`src/rtl/sm_step_gen.sv`:
```
// Stepper-motor step/direction generator: picks a step count from three |dx| zones and
// emits that many STEP_DIV-timed pulses after a DIR_SETUP hold, with busy/done/abort/drop status.
module sm_step_gen #(
  parameter int WIDTH_IN  = 12,
  parameter int WIDTH_CNT = 17,
  parameter int DX_NEAR   = 10,
  parameter int DX_FAR    = 100,
  parameter int N_FAR     = 800,
  parameter int N_MID     = 39600,
  parameter int N_NEAR    = 80000,
  parameter int STEP_DIV  = 25,
  parameter int DIR_SETUP = 4
) (
  input  logic                clk,
  input  logic                rst,
  input  logic                i_enable,
  input  logic                i_dx_valid,
  input  logic [WIDTH_IN-1:0] i_dx,
  output logic                o_drv_step,
  output logic                o_drv_dir,
  output logic                o_busy,
  output logic                o_done,
  output logic                o_aborted,
  output logic                o_cmd_drop
);

  localparam int TMAX = (STEP_DIV > DIR_SETUP) ? STEP_DIV : DIR_SETUP;
  localparam int TW   = $clog2(TMAX + 1);

  localparam logic [WIDTH_IN-1:0]  LP_DX_NEAR    = WIDTH_IN'(DX_NEAR);
  localparam logic [WIDTH_IN-1:0]  LP_DX_FAR     = WIDTH_IN'(DX_FAR);
  localparam logic [WIDTH_IN-1:0]  LP_DX_ONE     = WIDTH_IN'(1);
  localparam logic [WIDTH_CNT-1:0] LP_N_FAR      = WIDTH_CNT'(N_FAR);
  localparam logic [WIDTH_CNT-1:0] LP_N_MID      = WIDTH_CNT'(N_MID);
  localparam logic [WIDTH_CNT-1:0] LP_N_NEAR     = WIDTH_CNT'(N_NEAR);
  localparam logic [WIDTH_CNT-1:0] LP_CNT_ONE    = WIDTH_CNT'(1);
  localparam logic [WIDTH_CNT-1:0] LP_CNT_ZERO   = WIDTH_CNT'(0);
  localparam logic [TW-1:0]        LP_DIV_LAST   = TW'(STEP_DIV - 1);
  localparam logic [TW-1:0]        LP_SETUP_LAST = TW'(DIR_SETUP - 1);
  localparam logic [TW-1:0]        LP_TICK_ONE   = TW'(1);
  localparam logic [TW-1:0]        LP_TICK_ZERO  = TW'(0);

  typedef enum logic [1:0] {
    ST_IDLE  = 2'd0,
    ST_SETUP = 2'd1,
    ST_RUN   = 2'd2,
    ST_DONE  = 2'd3
  } state_t;

  state_t               r_state;
  state_t               w_state_nxt;
  logic                 r_step, r_dir, r_busy, r_done, r_abort, r_drop;
  logic                 w_step_nxt, w_dir_nxt, w_busy_nxt, w_done_nxt, w_abort_nxt, w_drop_nxt;
  logic [TW-1:0]        r_tick, w_tick_nxt;
  logic [WIDTH_CNT-1:0] r_left, w_left_nxt;

  logic [WIDTH_IN-1:0]  w_abs_dx;
  logic [WIDTH_CNT-1:0] w_zone_n;
  logic                 w_dx_nz;
  logic                 w_accept;
  logic                 w_setup_end;
  logic                 w_half_end;
  logic                 w_last_step;

  // Most negative dx wraps to 2^(WIDTH_IN-1), which is still correct read as unsigned.
  assign w_abs_dx    = i_dx[WIDTH_IN-1] ? (~i_dx + LP_DX_ONE) : i_dx;
  assign w_zone_n    = (w_abs_dx >= LP_DX_FAR)  ? LP_N_FAR :
                       (w_abs_dx >= LP_DX_NEAR) ? LP_N_MID : LP_N_NEAR;
  assign w_dx_nz     = |i_dx;
  assign w_accept    = i_dx_valid & i_enable;
  assign w_setup_end = (r_tick == LP_SETUP_LAST);
  assign w_half_end  = (r_tick == LP_DIV_LAST);
  assign w_last_step = ~r_step & w_half_end & (r_left == LP_CNT_ONE);

  // State register
  always_ff @(posedge clk or posedge rst) begin
    if (rst) begin
      r_state <= ST_IDLE;
    end else begin
      r_state <= w_state_nxt;
    end
  end

  // Next-state logic
  always_comb begin
    w_state_nxt = r_state;
    case (r_state)
      ST_IDLE: begin
        if (w_accept && w_dx_nz) w_state_nxt = ST_SETUP;
        else                     w_state_nxt = ST_IDLE;
      end
      ST_SETUP: begin
        if (!i_enable)        w_state_nxt = ST_IDLE;
        else if (w_setup_end) w_state_nxt = ST_RUN;
        else                  w_state_nxt = ST_SETUP;
      end
      ST_RUN: begin
        if (!i_enable)        w_state_nxt = ST_IDLE;
        else if (w_last_step) w_state_nxt = ST_DONE;
        else                  w_state_nxt = ST_RUN;
      end
      ST_DONE: w_state_nxt = ST_IDLE;
      default: w_state_nxt = ST_IDLE;
    endcase
  end

  // Next values of the registered outputs and move counters
  always_comb begin
    w_step_nxt  = r_step;
    w_dir_nxt   = r_dir;
    w_busy_nxt  = r_busy;
    w_done_nxt  = 1'b0;
    w_abort_nxt = 1'b0;
    w_drop_nxt  = 1'b0;
    w_tick_nxt  = r_tick;
    w_left_nxt  = r_left;
    case (r_state)
      ST_IDLE: begin
        w_step_nxt = 1'b0;
        w_tick_nxt = LP_TICK_ZERO;
        if (w_accept && w_dx_nz) begin
          w_left_nxt = w_zone_n;
          w_dir_nxt  = ~i_dx[WIDTH_IN-1];
          w_busy_nxt = 1'b1;
        end else if (w_accept) begin
          w_done_nxt = 1'b1;
          w_busy_nxt = 1'b0;
        end else begin
          w_busy_nxt = 1'b0;
        end
      end
      ST_SETUP: begin
        w_drop_nxt = i_dx_valid;
        if (!i_enable) begin
          w_step_nxt  = 1'b0;
          w_busy_nxt  = 1'b0;
          w_abort_nxt = 1'b1;
          w_tick_nxt  = LP_TICK_ZERO;
          w_left_nxt  = LP_CNT_ZERO;
        end else if (w_setup_end) begin
          w_step_nxt = 1'b1;
          w_tick_nxt = LP_TICK_ZERO;
        end else begin
          w_tick_nxt = r_tick + LP_TICK_ONE;
        end
      end
      ST_RUN: begin
        w_drop_nxt = i_dx_valid;
        if (!i_enable) begin
          // A truncated high half is not counted: r_left only moves at the end of a low half.
          w_step_nxt  = 1'b0;
          w_busy_nxt  = 1'b0;
          w_abort_nxt = 1'b1;
          w_tick_nxt  = LP_TICK_ZERO;
          w_left_nxt  = LP_CNT_ZERO;
        end else if (w_half_end && r_step) begin
          w_step_nxt = 1'b0;
          w_tick_nxt = LP_TICK_ZERO;
        end else if (w_half_end) begin
          w_tick_nxt = LP_TICK_ZERO;
          w_left_nxt = r_left - LP_CNT_ONE;
          if (w_last_step) begin
            w_step_nxt = 1'b0;
            w_busy_nxt = 1'b0;
            w_done_nxt = 1'b1;
          end else begin
            w_step_nxt = 1'b1;
          end
        end else begin
          w_tick_nxt = r_tick + LP_TICK_ONE;
        end
      end
      ST_DONE: begin
        w_drop_nxt = i_dx_valid;
        w_step_nxt = 1'b0;
        w_busy_nxt = 1'b0;
        w_tick_nxt = LP_TICK_ZERO;
      end
      default: begin
        w_step_nxt = 1'b0;
        w_busy_nxt = 1'b0;
        w_tick_nxt = LP_TICK_ZERO;
        w_left_nxt = LP_CNT_ZERO;
      end
    endcase
  end

  // Output and counter registers
  always_ff @(posedge clk or posedge rst) begin
    if (rst) begin
      r_step  <= 1'b0;
      r_dir   <= 1'b0;
      r_busy  <= 1'b0;
      r_done  <= 1'b0;
      r_abort <= 1'b0;
      r_drop  <= 1'b0;
      r_tick  <= LP_TICK_ZERO;
      r_left  <= LP_CNT_ZERO;
    end else begin
      r_step  <= w_step_nxt;
      r_dir   <= w_dir_nxt;
      r_busy  <= w_busy_nxt;
      r_done  <= w_done_nxt;
      r_abort <= w_abort_nxt;
      r_drop  <= w_drop_nxt;
      r_tick  <= w_tick_nxt;
      r_left  <= w_left_nxt;
    end
  end

  assign o_drv_step = r_step;
  assign o_drv_dir  = r_dir;
  assign o_busy     = r_busy;
  assign o_done     = r_done;
  assign o_aborted  = r_abort;
  assign o_cmd_drop = r_drop;

endmodule

```
`config.mk`:
```
export PLATFORM = sky130hd
export DESIGN_NAME = sm_step_gen
export DESIGN_NICKNAME = d
export VERILOG_FILES = /design/src/rtl/sm_step_gen.sv
export SDC_FILE = /design/constraint.sdc
export NUM_CORES = 1
export LEC_CHECK = 0
export CAP_MARGIN = 20
export CORE_MARGIN = 5
export CORE_UTILIZATION = 50
export CTS_CLUSTER_DIAMETER = 150
export CTS_CLUSTER_SIZE = 30
export DETAILED_ROUTE_END_ITERATION = 8
export PLACE_DENSITY = 0.72
export SLEW_MARGIN = 15
export SYNTH_ARGS = -nofsm -noshare
export SYNTH_HDL_FRONTEND = slang
export SYNTH_SLANG_ARGS = --single-unit
```
`constraint.sdc`:
```
create_clock -name clk -period 2.6 [get_ports clk]
set_input_delay 0.26 -clock clk [delete_from_list [all_inputs] [get_ports clk]]
set_output_delay 0.26 -clock clk [all_outputs]
set_load 0.005 [all_outputs]
```
==> run summary, run 1 <==
Implementation numbers.

- The switching share of power is 0.298.
- The final worst-path cycle share is 0.865.
- For met3 alone, demand over resource in global routing was 0.0405.
- The total power is 1.18 mW.
- The logic gate fraction of the total cell area is 0.473.
- The finished cells cover 2610 sq um.
- The vias per cell is 5.91.
- Entering global routing, the biggest net connects 31 pins.
- The power report attributes to the clock group a share of 0.334.
- The top cell class by occupied area is multi-input combinational cells.
- The total cell area at the placement stage is 2520 sq um.
- For this run, global-route usage on met1 was measured as 0.277.
- From the final report, the count of setup violators was given as 0.
- The minimum clock period after layout is approximately 2.3 ns.
- Per the synthesis report, the AND-OR/OR-AND share of the synthesized area is 0.235.
- The total met2 wirelength after detailed routing is 2.58 mm.
- TritonCTS built the clock tree.
- The synthesis report lists the Yosys warning total as 0.
- Setup repair after global routing left no endpoint under its margin.
- The first global-routing pass estimated 8.97 mm of wire.
- Once routing completed, OpenROAD measured the worst setup slack at 0.350 ns.
- The fraction of registers with async set or reset after synthesis is 1.00.
- The cell taking the most area after synthesis is sky130_fd_sc_hd__dfrtp_1.
- Measured on the final layout, the clock distribution area share stands at 0.0350.
- In this run, synthesis produced a sequential element count of 30.
- The launch point of the critical path was reported as i_dx[4].
- Measured in cells, the most critical reg-to-reg path has a length of 6.
- In this run the tightest slew margin relative to its limit is 0.526.
- In the final layout, the registers with the most flip-flops are r_left (17), r_tick (5), r_state (2).
- The H-tree depth is 2.
- The stage delay of the slowest cell on the critical path is 0.49 ns.
- The sequential area share after synthesis is 0.361.
- The run finished with clean final reports.
- The most repeated cell in the gate-level netlist after synthesis is sky130_fd_sc_hd__dfrtp_1.
- The sum of buffers and inverters on the critical path is 2.
- On the critical path the largest part of the delay comes from simple AND/OR/NAND/NOR gates.
- In this run the power spent charging and discharging nets is 0.352 mW.
- In this run, distinct cell masters in the synthesized netlist total 50.
- By area the synthesized netlist is led by sky130_fd_sc_hd__dfrtp_1, sky130_fd_sc_hd__o21ai_0, sky130_fd_sc_hd__ha_1.
- Data arrives at the worst endpoint at 2.39 ns.
- After clock tree synthesis, the flow added hold-fix buffers numbering 0.
- The deepest clock path buffer count is 2.
- Of the total synthesized cell area, the portion taken by AND, OR, NAND and NOR gates is 0.272.
- The top flip-flop cell by instance count after synthesis is sky130_fd_sc_hd__dfrtp_1.
- Before antenna repair, the detailed router went through 4 iterations.
- The number of I/O pins is 22.
- The share of total power dissipated in combinational logic is 0.234.
- The total count of max-transition violations in the final report is 0.
==> run_1/final_placement.png <==
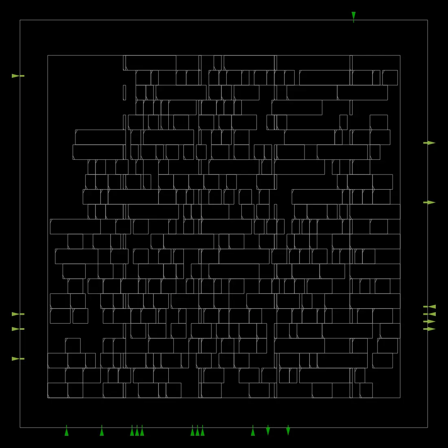
area of the core: 4030 sq um
Cell Count, Final, Fillers Out: 346
share of the core filled with cells in the final layout: 0.648

==> run_1/registers.png <==
Scale: 8 px per um.
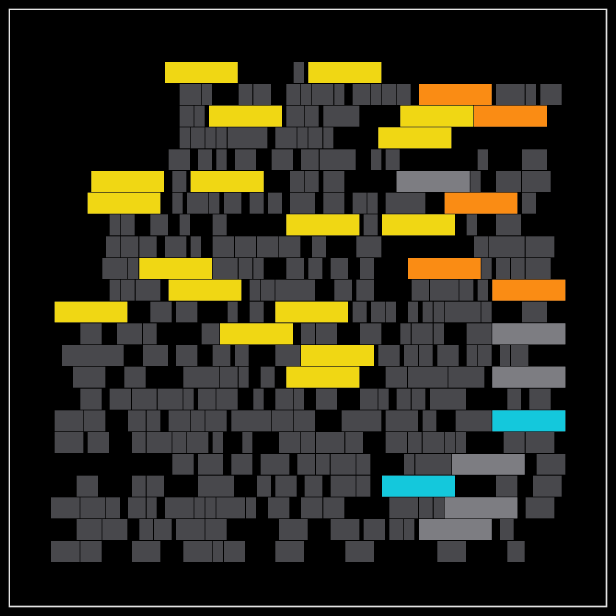
legend:
  orange:
    name_in_the_netlist: `r_tick`
    flops: 5
  cyan:
    name_in_the_netlist: `r_state`
    flops: 2
  yellow:
    name_in_the_netlist: `r_left`
    flops: 17
not coloured: 6
fraction of standard cell area that is sequential: 0.287
flip-flop and latch power: 0.510 mW
Sequential Area: 751 sq um

==> run_1/metal_stack.png <==
Scale: 4 px per um. Only two layers are drawn.
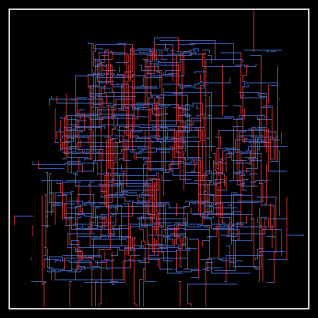
legend:
  blue:
    layer: met1
    wire_length: 2,380 um
  red:
    layer: met2
    wire_length: 2,580 um
Final Routed Wirelength: 5.20 mm
gr usage total: 0.208
vias post-DR: 2,045

==> run_1/cell_classes.png <==
Scale: 4 px per um.
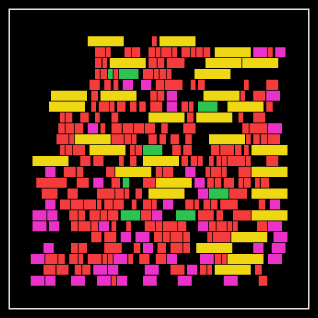

==> run 2, diff against run 1 <==
CORE_MARGIN = 4   (was 5)
HOLD_SLACK_MARGIN = 0.08   (was not set)
clock period = 2.1 ns   (was 2.6 ns; I/O delays follow)
==> run_2/cell_classes.png <==
Scale: 4 px per um.
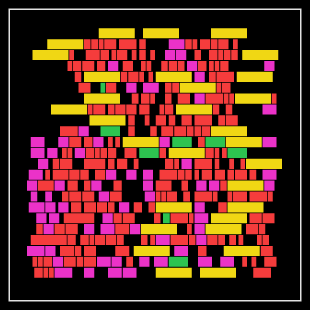
legend:
  green:
    class: clock drivers and dummy loads
    cells: 8
    share_of_their_area: 3.3%
  red:
    class: all other logic
    cells: 209
    share_of_their_area: 49%
  yellow:
    class: flip-flops
    cells: 30
    share_of_their_area: 27%
  magenta:
    class: other buffers and delay cells
    cells: 68
    share_of_their_area: 21%
area of the core: 4000 sq um
Placement Rows: 23

==> run_2/met3.png <==
Scale: 4 px per um.
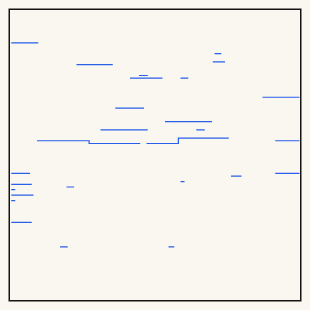
share of all routed wire: 3.0%
longest straight run: 12.9 um
wire length on this layer: 159 um
M3 GR Usage: 0.0360
vias post-DR: 2,109
Final Routed Wirelength: 5.24 mm

==> run 2 against run 1 <==
Net effect: sequential share of layout area is 2.1 points lower; clock skew is 0.0031 ns lower; register-to-register slack worse by 0.34 ns; critical path depth is 1 lower; setup slack worse by 0.28 ns; area after synthesis stayed put; cell count is 5.5% higher; worst hold slack worse by 0.040 ns; sequential cell count stayed put; non-clock buffer count is 19 higher; clock power is 21% higher; die size is 5.3% lower; largest power group unchanged.
==> run summary, run 2 <==
Implementation numbers.

- The run finished with clean final reports.
- The final worst slack is 0.0723 ns (-0.277 ns).
- The total cell area at the placement stage is 2640 sq um (+4.8%).
- The logic gate fraction of the total cell area was 0.460 (-0.0131).
- The registers reported with the highest flop counts are r_left (17), r_tick (5), r_state (2).
- The total power was 1.49 mW (+26%).
- The final worst-path cycle share is 0.966.
- The worst setup path is of the register to register kind.
- The cell count along the critical path is 7.
- TritonCTS built the clock tree.
- The combinational share of power is 0.255 (+0.021).
- The commonest register cell is sky130_fd_sc_hd__dfrtp_1.
- The top cell class by occupied area is multi-input combinational cells.
- The final net count is 339.
- The weighted congestion reported at the end of routability-driven placement is a little over 0.8.
- Counting I/O delays and the setup requirement, the final critical path takes slightly above 2 ns.
- The yosys synthesis warning count is 0 (unchanged).
- The tightest slew margin relative to the limit came to 0.650 (+0.123).
- The stage delay of the slowest cell on the critical path was 0.53 ns (+0.04 ns).
- The hold buffer count at cts was 0 (unchanged).
- For reference, the top cells by area after synthesis are sky130_fd_sc_hd__dfrtp_1, sky130_fd_sc_hd__o21ai_0, sky130_fd_sc_hd__ha_1.
- On the critical path, the stage with the largest delay is an instance of sky130_fd_sc_hd__a2111o_1.
- The script logs the mean routed wire length per placed instance as 14.3 um.
- The number of setup violations in the final report is 0 (unchanged).
- The global-route wire length before repair is 8.94 mm (-0.39%).
- The most common logic cell in the final layout is sky130_fd_sc_hd__buf_4.
- The post-route standard cell area excluding fillers is 2820 sq um (+7.9%).
- The number of inserted diodes is 0.
- According to the timing report, the critical path is launched from r_state[1]$_DFF_PP0_.
- Setup repair after global routing could not meet its margin everywhere.
- Across the placement rows, the number of tap cells is 50.
- The estimated wirelength of the detail-placed design is 3.92 mm.
- The number of synthesized register bits is 30 (unchanged).
- The height of the die is 72.5 um.
- The net load switching power was 0.433 mW (+23%).
- The post-synthesis average cell area is ~8.4 sq um.
- The critical register-to-register path endpoint is r_left[5]$_DFFE_PP0P_.
- The distinct cell type count after synthesis is 50 (unchanged).
- The most repeated cell in the gate-level netlist after synthesis is sky130_fd_sc_hd__dfrtp_1.
- For this design the static power due to leakage is approximately 1.2 nW.
- The clock input transition at the sequential cells of the worst setup and hold paths is 0.07 ns.
- The kind of cell with the highest combined delay along the critical path is AND-OR/OR-AND gates.
- The arrival time reported for the critical path endpoint is 2.21 ns (-0.18 ns).
- According to the cell report, the number of logic gates is approximately 200.
- The H-tree depth is 2 (unchanged).
- The share of power burned in the clock network came to 0.321 (-0.013).
- The number of I/O pins came to 22 (unchanged).
- The fraction of cell area in non-clock buffers is 0.201.
- The sum of buffers and inverters on the critical path was 2 (unchanged).
- The maximum number of pins on one net before global-route repair came to 31 (unchanged).
- Synthesis produced a netlist with a net count of 272.
- The global routing's busiest layer is met2.
- The highest routed metal layer is met4.
- The total power per unit cell area is between 500 and 600 nW/um^2.
- The met1 track utilization from global routing is 0.273 (-0.00419).
- The switching share of power came to 0.292 (-0.00580).
- The cell sequence reported for the critical path is inv_1 > ha_1 > nand3_1 > a41o_1 > a2111o_1 > buf_4 > o211ai_1.
- The cell count after synthesis came out at 247.
- The data required time at the worst endpoint is 2.29 ns.
- Gates resized during post-CTS repair numbered 8.
- The DRC violation total after the first TritonRoute iteration is between 100 and 150.
- The sequential cell area is 751 sq um (unchanged).
- The vias per cell is 5.78 (-2.2%).
- The final cell count without fillers is 365 (+5.5%).
- The actual slew at the worst max-slew pin is 0.521 ns.
- The layout summary lists the proportion of cells stronger than drive strength 1 as 0.251.
- The routed metal-1 wirelength is 2.45 mm.
- The and-or/or-and share of the synthesized area is 0.235 (unchanged).
- The worst setup timing slack at the placement stage is -0.375 ns.
- The cell sitting at the root of the clock tree is a sky130_fd_sc_hd__clkbuf_8.
- The largest vdd supply drop is around 0.32 mV.
- Summing over the stages, the warning tally comes to 32.
- The worst setup path is captured at a register.
- At the later pin of the worst-skew pair, clock insertion delay measures 0.28 ns.
- The aggregate global-route resource usage is 0.212 (+0.00330).
- The area share of and/or/nand/nor cells after synthesis is 0.272 (unchanged).
- The deepest clock path buffer count is 2 (unchanged).
- STA classifies the critical path startpoint as a register.
- The sequential area share after synthesis is 0.361 (unchanged).
- In this build the clock could be raised as far as 493 MHz.
- As logged by OpenROAD, the buffers inserted on ports number 21.
- The total met2 wirelength after detailed routing was 2.53 mm (-1.8%).
- The number of cells on the worst reg-to-reg path is 7 (+1).
- The first-pass iteration count of the detailed router is 4 (unchanged).
- The cell taking the most area after synthesis is sky130_fd_sc_hd__dfrtp_1.
- The clock distribution area overhead in the final layout is 0.0324 (-0.00257).
- The total count of max-transition violations in the final report was 0 (unchanged).
- The fraction of registers with async set or reset after synthesis is 1.00 (unchanged).
- The cell-mix breakdown from Yosys lists the adder-cell area share as 0.0542.
==> run_2/registers.png <==
Scale: 8 px per um.
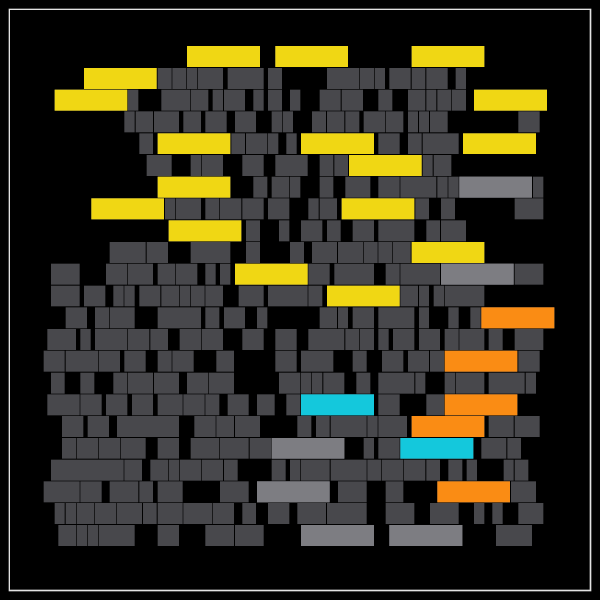
legend:
  cyan:
    name_in_the_netlist: `r_state`
    flops: 2
  yellow:
    name_in_the_netlist: `r_left`
    flops: 17
  orange:
    name_in_the_netlist: `r_tick`
    flops: 5
not coloured: 6
share of the core filled with cells in the final layout: 0.705
fraction of standard cell area that is sequential: 0.266
flip-flop and latch power: 0.631 mW

Power and IR drop assume default switching activity.
